### Metal 4, run 1

Drawn at 1.5 px/um.
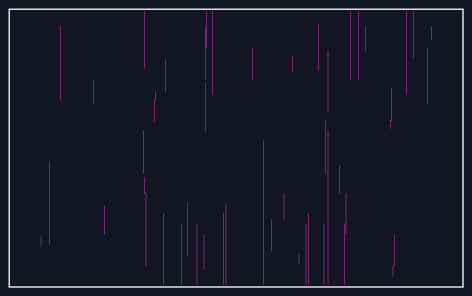
### PDN straps and rails, run 1

Drawn at 2 px/um. Pins as bars on the die edge.
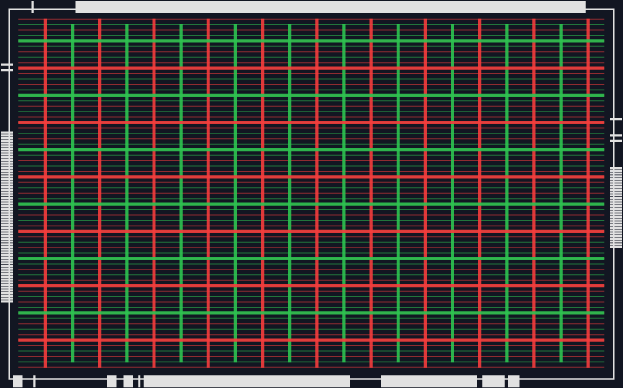
### Cell area per tile, run 1

Drawn at 1 px/um. The die is cut into 30 by 18 equal tiles; white is low, dark blue is high, 0 to 100% covered.
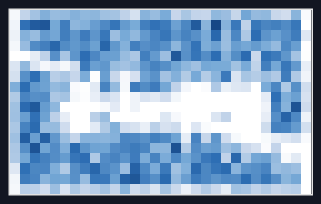
## src/rtl/dmem_bus_resp.sv

```systemverilog
// Line-fill responder between the data cache and the memory port: fetches a line as
// pipelined 64-bit beats, refetching it if a write snoop hits the block mid-fill.
`timescale 1ns/1ps
module dmem_bus_resp #(
  parameter int LINE    = 256,
  parameter int OFFS    = 5,
  parameter int BLK_LEN = 59
) (
  input  logic               clk,
  input  logic               rst_n,
  input  logic [BLK_LEN-1:0] b_addr_d,
  input  logic               b_rd_d,
  output logic [LINE-1:0]    b_rdata_d,
  output logic               b_dv_d,
  output logic [63:0]        m_addr,
  output logic               m_rd,
  input  logic               m_rdy,
  input  logic               m_rvalid,
  input  logic [63:0]        m_rdata,
  input  logic               s_wr,
  input  logic [63:0]        s_addr,
  output logic               inv,
  output logic [BLK_LEN-1:0] b_inv_addr_d
);

  localparam int BEATS = LINE / 64;
  localparam int BW    = $clog2(BEATS);
  localparam int CW    = BW + 1;
  localparam logic [CW-1:0] BEATS_C = CW'(BEATS);

  localparam logic [1:0] S_IDLE = 2'd0;
  localparam logic [1:0] S_FILL = 2'd1;
  localparam logic [1:0] S_DONE = 2'd2;

  logic [1:0]         state_q, state_d;
  logic [BLK_LEN-1:0] blk_q, blk_d;
  logic [CW-1:0]      iss_cnt_q, iss_cnt_d;
  logic [CW-1:0]      rcv_cnt_q, rcv_cnt_d;
  logic               stale_q, stale_d;
  logic [LINE-1:0]    rdata_q, rdata_d;
  logic               inv_q, inv_d;
  logic [BLK_LEN-1:0] inv_addr_q, inv_addr_d;

  logic [BLK_LEN-1:0] snoop_blk;
  logic               m_rd_c;
  int                 slot;
  logic               unused_offs;

  assign snoop_blk   = s_addr[63:OFFS];
  assign unused_offs = ^s_addr[OFFS-1:0];
  assign m_rd_c      = (state_q == S_FILL) && (iss_cnt_q < BEATS_C);

  always_comb begin
    state_d    = state_q;
    blk_d      = blk_q;
    iss_cnt_d  = iss_cnt_q;
    rcv_cnt_d  = rcv_cnt_q;
    stale_d    = stale_q;
    rdata_d    = rdata_q;
    inv_d      = s_wr;
    inv_addr_d = snoop_blk;
    slot       = int'(rcv_cnt_q[BW-1:0]);

    case (state_q)
      S_IDLE: begin
        if (b_rd_d) begin
          blk_d     = b_addr_d;
          iss_cnt_d = '0;
          rcv_cnt_d = '0;
          stale_d   = s_wr && (snoop_blk == b_addr_d);
          state_d   = S_FILL;
        end
      end
      S_FILL: begin
        if (m_rd_c && m_rdy) iss_cnt_d = iss_cnt_q + 1'b1;
        if (s_wr && (snoop_blk == blk_q)) stale_d = 1'b1;
        if (m_rvalid && (rcv_cnt_q < BEATS_C)) begin
          rdata_d[slot*64 +: 64] = m_rdata;
          rcv_cnt_d              = rcv_cnt_q + 1'b1;
        end
        // Completion is judged on the incoming final beat, so a snoop landing
        // in that same cycle still forces the refetch.
        if (rcv_cnt_d == BEATS_C) begin
          if (stale_d) begin
            iss_cnt_d = '0;
            rcv_cnt_d = '0;
            stale_d   = 1'b0;
          end else begin
            state_d = S_DONE;
          end
        end
      end
      S_DONE: state_d = S_IDLE;
      default: state_d = S_IDLE;
    endcase
  end

  always_ff @(posedge clk) begin
    if (!rst_n) begin
      state_q    <= S_IDLE;
      blk_q      <= '0;
      iss_cnt_q  <= '0;
      rcv_cnt_q  <= '0;
      stale_q    <= 1'b0;
      rdata_q    <= '0;
      inv_q      <= 1'b0;
      inv_addr_q <= '0;
    end else begin
      state_q    <= state_d;
      blk_q      <= blk_d;
      iss_cnt_q  <= iss_cnt_d;
      rcv_cnt_q  <= rcv_cnt_d;
      stale_q    <= stale_d;
      rdata_q    <= rdata_d;
      inv_q      <= inv_d;
      inv_addr_q <= inv_addr_d;
    end
  end

  assign b_dv_d       = (state_q == S_DONE);
  assign b_rdata_d    = rdata_q;
  assign m_rd         = m_rd_c;
  assign m_addr       = {blk_q, iss_cnt_q[BW-1:0], 3'b000};
  assign inv          = inv_q;
  assign b_inv_addr_d = inv_addr_q;

endmodule

```

## config.mk

```make
export PLATFORM = sky130hd
export DESIGN_NAME = dmem_bus_resp
export DESIGN_NICKNAME = d
export VERILOG_FILES = /design/src/rtl/dmem_bus_resp.sv
export SDC_FILE = /design/constraint.sdc
export NUM_CORES = 1
export LEC_CHECK = 0
export CAP_MARGIN = 20
export CORE_ASPECT_RATIO = 0.6
export CORE_MARGIN = 4
export CORE_UTILIZATION = 30
export DETAILED_ROUTE_END_ITERATION = 10
export PLACE_DENSITY = 0.63
export REMOVE_ABC_BUFFERS = 1
export SYNTH_ARGS = -nofsm -noshare
export SYNTH_HDL_FRONTEND = slang
export SYNTH_SLANG_ARGS = --single-unit
```

## constraint.sdc

```tcl
create_clock -name clk -period 3.3 [get_ports clk]
set_clock_uncertainty 0.05 [all_clocks]
set_input_delay 0.66 -clock clk [delete_from_list [all_inputs] [get_ports clk]]
set_output_delay 0.66 -clock clk [all_outputs]
set_load 0.05 [all_outputs]
```

==> impl_metrics.yaml, run 1 <==
# flow metrics
run_status:
  run_status: "complete, no violations"
logic_synthesis:
  syn_area_um2: 15500
  yosys-stat-cells: 1757
  top_cells_by_area: "dfxtp_1 50%, a21boi_0 13%, nand2_1 9.3%"
  yosys_most_used_dff: "dfxtp_1"
  edf_count: 0
  async_flop_share: 0
  top_area_cell: "dfxtp_1"
  synth_warnings: 0
  syn_inst: 1757
  synthTopCellsByCount: "384 x dfxtp_1, 383 x nand2_1, 265 x a21boi_0"
  synth_top_area_share: 0.496
  ys_seq_share: 0.496
  syn_area_per_cell_um2: 8.82
die:
  tapCellCount: 693
  initial_core_util: 0.304
  fp.dieH_um: 184
  core_area_um2: 51000
  rows: 64
flow_run:
  warning_count: 38
timing:
  setup_viol: 0
  slew_violations: 0
  fin_crit_sh: 0.851
  layout_setup_ws_ns: 0.492
  worstMarginPinSlew_ns: 0.711
  period_needed_ns: 2.81
  grt_setup_unrepaired: "no"
  finalHoldViolCount: 0
route:
  via_count: 14800
  drtIter0Drc: 1085
  vias_per_cell: 4.95
  drt-total-wl_um: 65600
  drt_pass1_iterations: 6
  drc: 0
  wl_per_cell_um: 21.9
power:
  p_sw_w: 0.00310
  p_clk_w: 0.00466
  switching_share: 0.278
  pg_seq_w: 0.00483
  finalPower_w: 0.0111
  power_frac_clock: 0.418
  power_frac_comb: 0.149
  power_leader: "registers"
  intPower_w: 0.00804
  peakVddDrop_mv: 0.381
cts:
  clock-sinks: 384
  ctsResizeCount: 0
  cts_buffer_depth: 3
  cts-buffers-inserted: 41
  holdBufCountCts: 0
  root_buffer: "clkbuf_16"
  cts_tree: "done"
critical_path:
  crit_arrival_ns: 3.22
  required_ns: 3.71
  critPathCaptureType: "flip-flop"
  cp_max_fo: 3
  start_kind: "input pin"
  path_class: "in2reg"
final_layout:
  area_growth_pct: 50.3
  final_cells: 2991
  nNonClkBuffers: 606
  n_sequential_cell: 384
  nMultiInputCombCells: 1228
  clkbuf_count: 62
  antenna_cells: 2
  lay_top_cells: "565 x clkdlybuf4s50_1, 384 x dfxtp_1, 378 x nand2_1"
  layout.nets: 2467
  largest_class: "registers"
  clk_share: 0.0575
  area.combinational_um2: 7200
placed_design:
  dp_cells: 2917
  post-place-ws_ns: 0.0370
  gp_congestion: 0.883
  dpl.hpwl_um: 47100
  portBuffers: 566
worst_hold_path:
  hold_class: "reg2reg"
grt:
  grt_util_all_layers: 0.223
  overflow: 0
  grt_pass1_wl_um: 95200
  grt_pass1_vias: 14200
Notes on 'Metal 4' above:
main direction	vertical
nets with wire on the layer	30
wire length on this layer	1,650 um
share of all routed wire	2.5%

Notes on 'PDN straps and rails' above:
colour	net
green	VDD
red	VSS
met5 straps	12
met1 rails	65
signal pins	575
met4 straps	21

Notes on 'Cell area per tile' above:
emptiest ninth of the die	middle
mean over tiles	40%
nearly empty tiles	12%
tiles over 75% full	6.3%

run 1: critical path, stage by stage:
cell and delay (ns):
clkdlybuf4s50_1 0.56, xnor2_1 0.16, nand4_1 0.27, nor4_1 0.67
nand4_1 0.33, o41ai_1 0.41, nand2_1 0.08, o21ai_0 0.07
run 1: per-layer routing:
| metal | up-vias | GRT usage | wire length (um) |
|---|---|---|---|
| met5 | - | 0 | 0 |
| met2 | 508 | 0.355 | 30500 |
| li1 | 6917 | - | - |
| met4 | 0 | 0.0560 | 1650 |
| met3 | 105 | 0.0482 | 4650 |
| met1 | 7263 | 0.310 | 28800 |
run 1: cells by family after synthesis:
family,share of synthesized area
multiplexers,0.00129
AND/OR/NAND/NOR,0.226
AND-OR/OR-AND,0.164
other,0.000242
flip-flops,0.496
adder cells (fa/ha/maj),0.00565
XOR/XNOR,0.0644
buffers and inverters,0.0426
run 1: per-stage QoR:
stage,area (um2),util,hold WS (ns)
final,23300,0.457,0.398
after global routing,23300,0.457,0.417
after CTS,23300,0.457,0.401
after detailed placement,22000,0.430,0.392
after global placement,22000,0.430,0.388
after floorplan,14900,-,0.449
run 1: state kept, by name, indices dropped and copies added, names as in the netlist:
name and flops:
state_q 2, blk_q 59, inv 1, rcv_cnt_q 3, b_inv_addr_d 59, stale_q 1
iss_cnt_q 3, b_rdata_d 256
run 1: worst paths after layout:
kind / from / to / slack [ns] / depth (start not counted)
max: s_addr[60] / stale_q / 0.49 / 8
min: b_rdata_d[244] / b_rdata_d[244] / 0.40 / 2
max reg2reg: rcv_cnt_q[0] / iss_cnt_q[0] / 0.75 / 8
min reg2reg: b_rdata_d[244] / b_rdata_d[244] / 0.40 / 2
### Track usage over the die, run 1

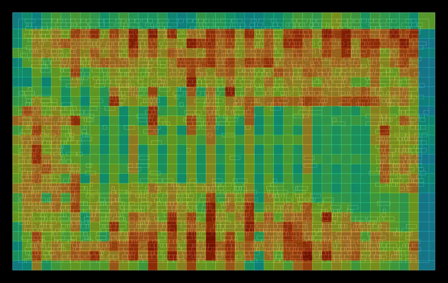

==> run 2: changes to the inputs <==
--- a/config.mk
+++ b/config.mk
@@ -5,6 +5,7 @@
 export SDC_FILE = /design/constraint.sdc
 export NUM_CORES = 1
 export LEC_CHECK = 0
+export ABC_AREA = 1
 export CAP_MARGIN = 20
 export CORE_ASPECT_RATIO = 0.6
 export CORE_MARGIN = 4
### Track usage over the die, run 2

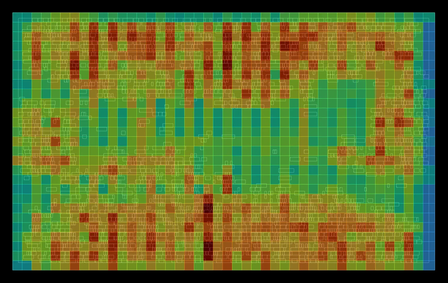
WL per Instance: 20.8 um
GR Util met2: 0.370
busiest layer in global routing: met2
M3 GR Usage: 0.0321

### Cell area per tile, run 2

Drawn at 1 px/um. The die is cut into 31 by 19 equal tiles; white is low, dark blue is high, 0 to 100% covered.
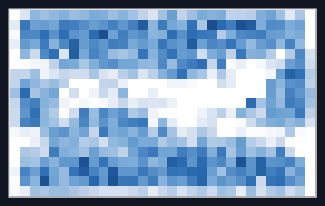
mean over tiles	40%
nearly empty tiles	13%
fullest tile	88%
emptiest ninth of the die	middle
tiles over 75% full	5.1%

==> impl_metrics.yaml, run 2 <==
# flow metrics
run_status:
  run_status: "complete, no violations"
placed_design:
  gp_congestion: 0.936
  placed_cell_area_um2: 22100
  portBuffers: 566
  dpl.hpwl_um: 50000
worst_hold_path:
  hold_class: "reg2reg"
route:
  via_count: 16500
  drt_pass1_iterations: 5
  drtIter0Drc: 1419
  drc: 0
  drt-total-wl_um: 69600
  vias_per_cell: 4.93
timing:
  slew_violations: 0
  setup_viol: 0
  holdWs_ns: 0.413
  period_needed_ns: 2.95
  grt_setup_unrepaired: "no"
  finalHoldViolCount: 0
  fin_crit_sh: 0.895
  max_freq_mhz: 339
  worstMarginPinSlew_ns: 0.874
logic_synthesis:
  ys_seq_share: 0.484
  ys_ff: 384
  synthTopCellsByCount: "532 x nand2_1, 384 x dfxtp_1, 308 x a21oi_1"
  syn_area_per_cell_um2: 7.48
  top_area_cell: "dfxtp_1"
  async_flop_share: 0
  top_cells_by_area: "dfxtp_1 48%, nand2_1 13%, a21oi_1 9.7%"
  edf_count: 0
  synth_top_area_share: 0.484
  syn_inst: 2125
  synth_warnings: 0
  yosys_most_used_dff: "dfxtp_1"
  yosys-stat-cells: 2125
  syn_area_um2: 15900
die:
  rows: 65
  chipArea_um2: 56900
  ios: 575
  initial_core_util: 0.303
  core_area_um2: 52500
  fp.dieH_um: 186
cts:
  cts_tree: "done"
  root_buffer: "clkbuf_16"
  holdBufCountCts: 0
  cts_buffer_depth: 3
  clkSlewWorstSetupHoldPaths_ns: 0.06
  cts-buffers-inserted: 40
  clock-sinks: 384
  ctsResizeCount: 0
  cts_setup_buffers: 0
critical_path:
  critical_path.most_common_cell: "inv_2"
  cp_max_fo: 7
  path_buffers: 3
  critPathCaptureType: "output port"
  cp_top_family: "buffers and inverters"
  critPathMaxStageDelay_ns: 0.89
  slowest_stage: "clkdlybuf4s50_1"
  path_class: "reg2out"
  crit_arrival_ns: 2.24
  start_kind: "flip-flop"
  path_cells: "inv_2 -> nor2_4 -> inv_2 -> nor2_1 -> clkdlybuf4s50_1"
  required_ns: 2.59
power:
  power_frac_clock: 0.413
  pg_seq_w: 0.00487
  power_frac_comb: 0.169
  switching_share: 0.294
  p_sw_w: 0.00342
  finalPower_w: 0.0116
  power_frac_seq: 0.418
  power_density_nw_per_um2: 496
  intPower_w: 0.00821
  p_clk_w: 0.00480
  power_leader: "registers"
  peakVddDrop_mv: 0.341
final_layout:
  fin_util: 0.447
  area_growth_pct: 47.4
  drive_gt1_frac: 0.0440
  lay_top_cells: "565 x clkdlybuf4s50_1, 530 x nand2_1, 383 x dfxtp_1"
  area.combinational_um2: 6820
  design_area_um2: 23400
  largest_reg_flops: 256
  layout.nets: 2807
grt:
  grt_util_all_layers: 0.233
  antenna_found_initial: 5
  grt_pass1_vias: 15600
  grt_pass1_wl_um: 103000
  overflow: 0
flow_run:
  warning_count: 37
### Clock distribution, run 2

Drawn at 2 px/um.
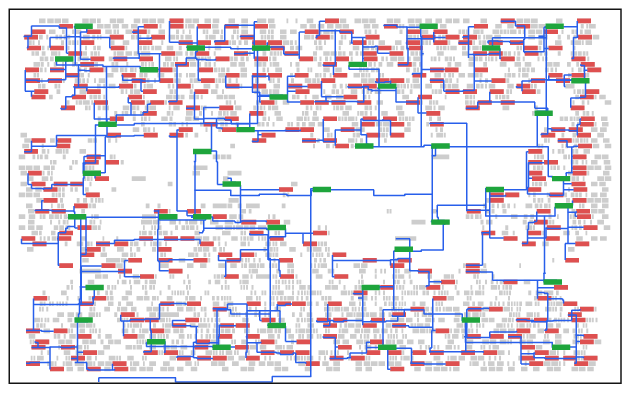
[green] clock drivers | count: 40
[red] flip-flops | count: 384
[blue] clock wires | length: 5,680 um
flops lie	widely spread
routed clock nets	41

## run 2: worst paths after layout
kind	depth (start not counted)	endpoint	slack [ns]	from
max	5	m_rd	0.35	state_q[0]
min	2	b_rdata_d[243]	0.41	b_rdata_d[243]
max reg2reg	8	b_rdata_d[127]	0.62	rcv_cnt_q[1]
min reg2reg	2	b_rdata_d[243]	0.41	b_rdata_d[243]
## run 2: through the flow
| stage | TNS (ns) | instances | worst slack (ns) |
|---|---|---|---|
| after global routing | 0 | 3344 | 0.264 |
| after global placement | 0 | 3268 | 0.275 |
| after floorplan | -317.53 | 1972 | -1.86 |
| after detailed placement | 0 | 3268 | 0.270 |
| after CTS | 0 | 3341 | 0.324 |
| final | 0 | 3344 | 0.346 |
## run 2: cell families (layout without fill, tap and decap cells)
kind of cell / after synthesis / in the layout / synth area share
DFF: 384 / 384 / 0.484
AOI/OAI and AO/OA: 428 / 428 / 0.136
adders and majority gates: 7 / 7 / 0.00551
buffers and inverters: 337 / 848 / 0.0904
xor gates and xnor gates: 56 / 56 / 0.0309
and+or+nand+nor: 912 / 912 / 0.254
other: 1 / 6 / 0.000236
## run 2: layer usage
layer / vias up / GRT usage / part of all wire
met5: - / 0 / 0.00024
met1: 7901 / 0.331 / 0.45
met2: 596 / 0.370 / 0.45
li1: 7870 / - / -
met4: 2 / 0.0686 / 0.029
met3: 110 / 0.0321 / 0.068
## run 2: cell type report
type | count | share of cell area
Inverter | 182 | 0.0294
Sequential cell | 384 | 0.328
Antenna cell | 3 | 0.000320
Clock inverter | 14 | 0.00668
Tap cell | 703 | 0.0375
Timing Repair Buffer | 593 | 0.255
Multi-Input combinational cell | 1406 | 0.291
Clock buffer | 59 | 0.0518
No activity file was given, so power comes from the tool's default toggle rates.
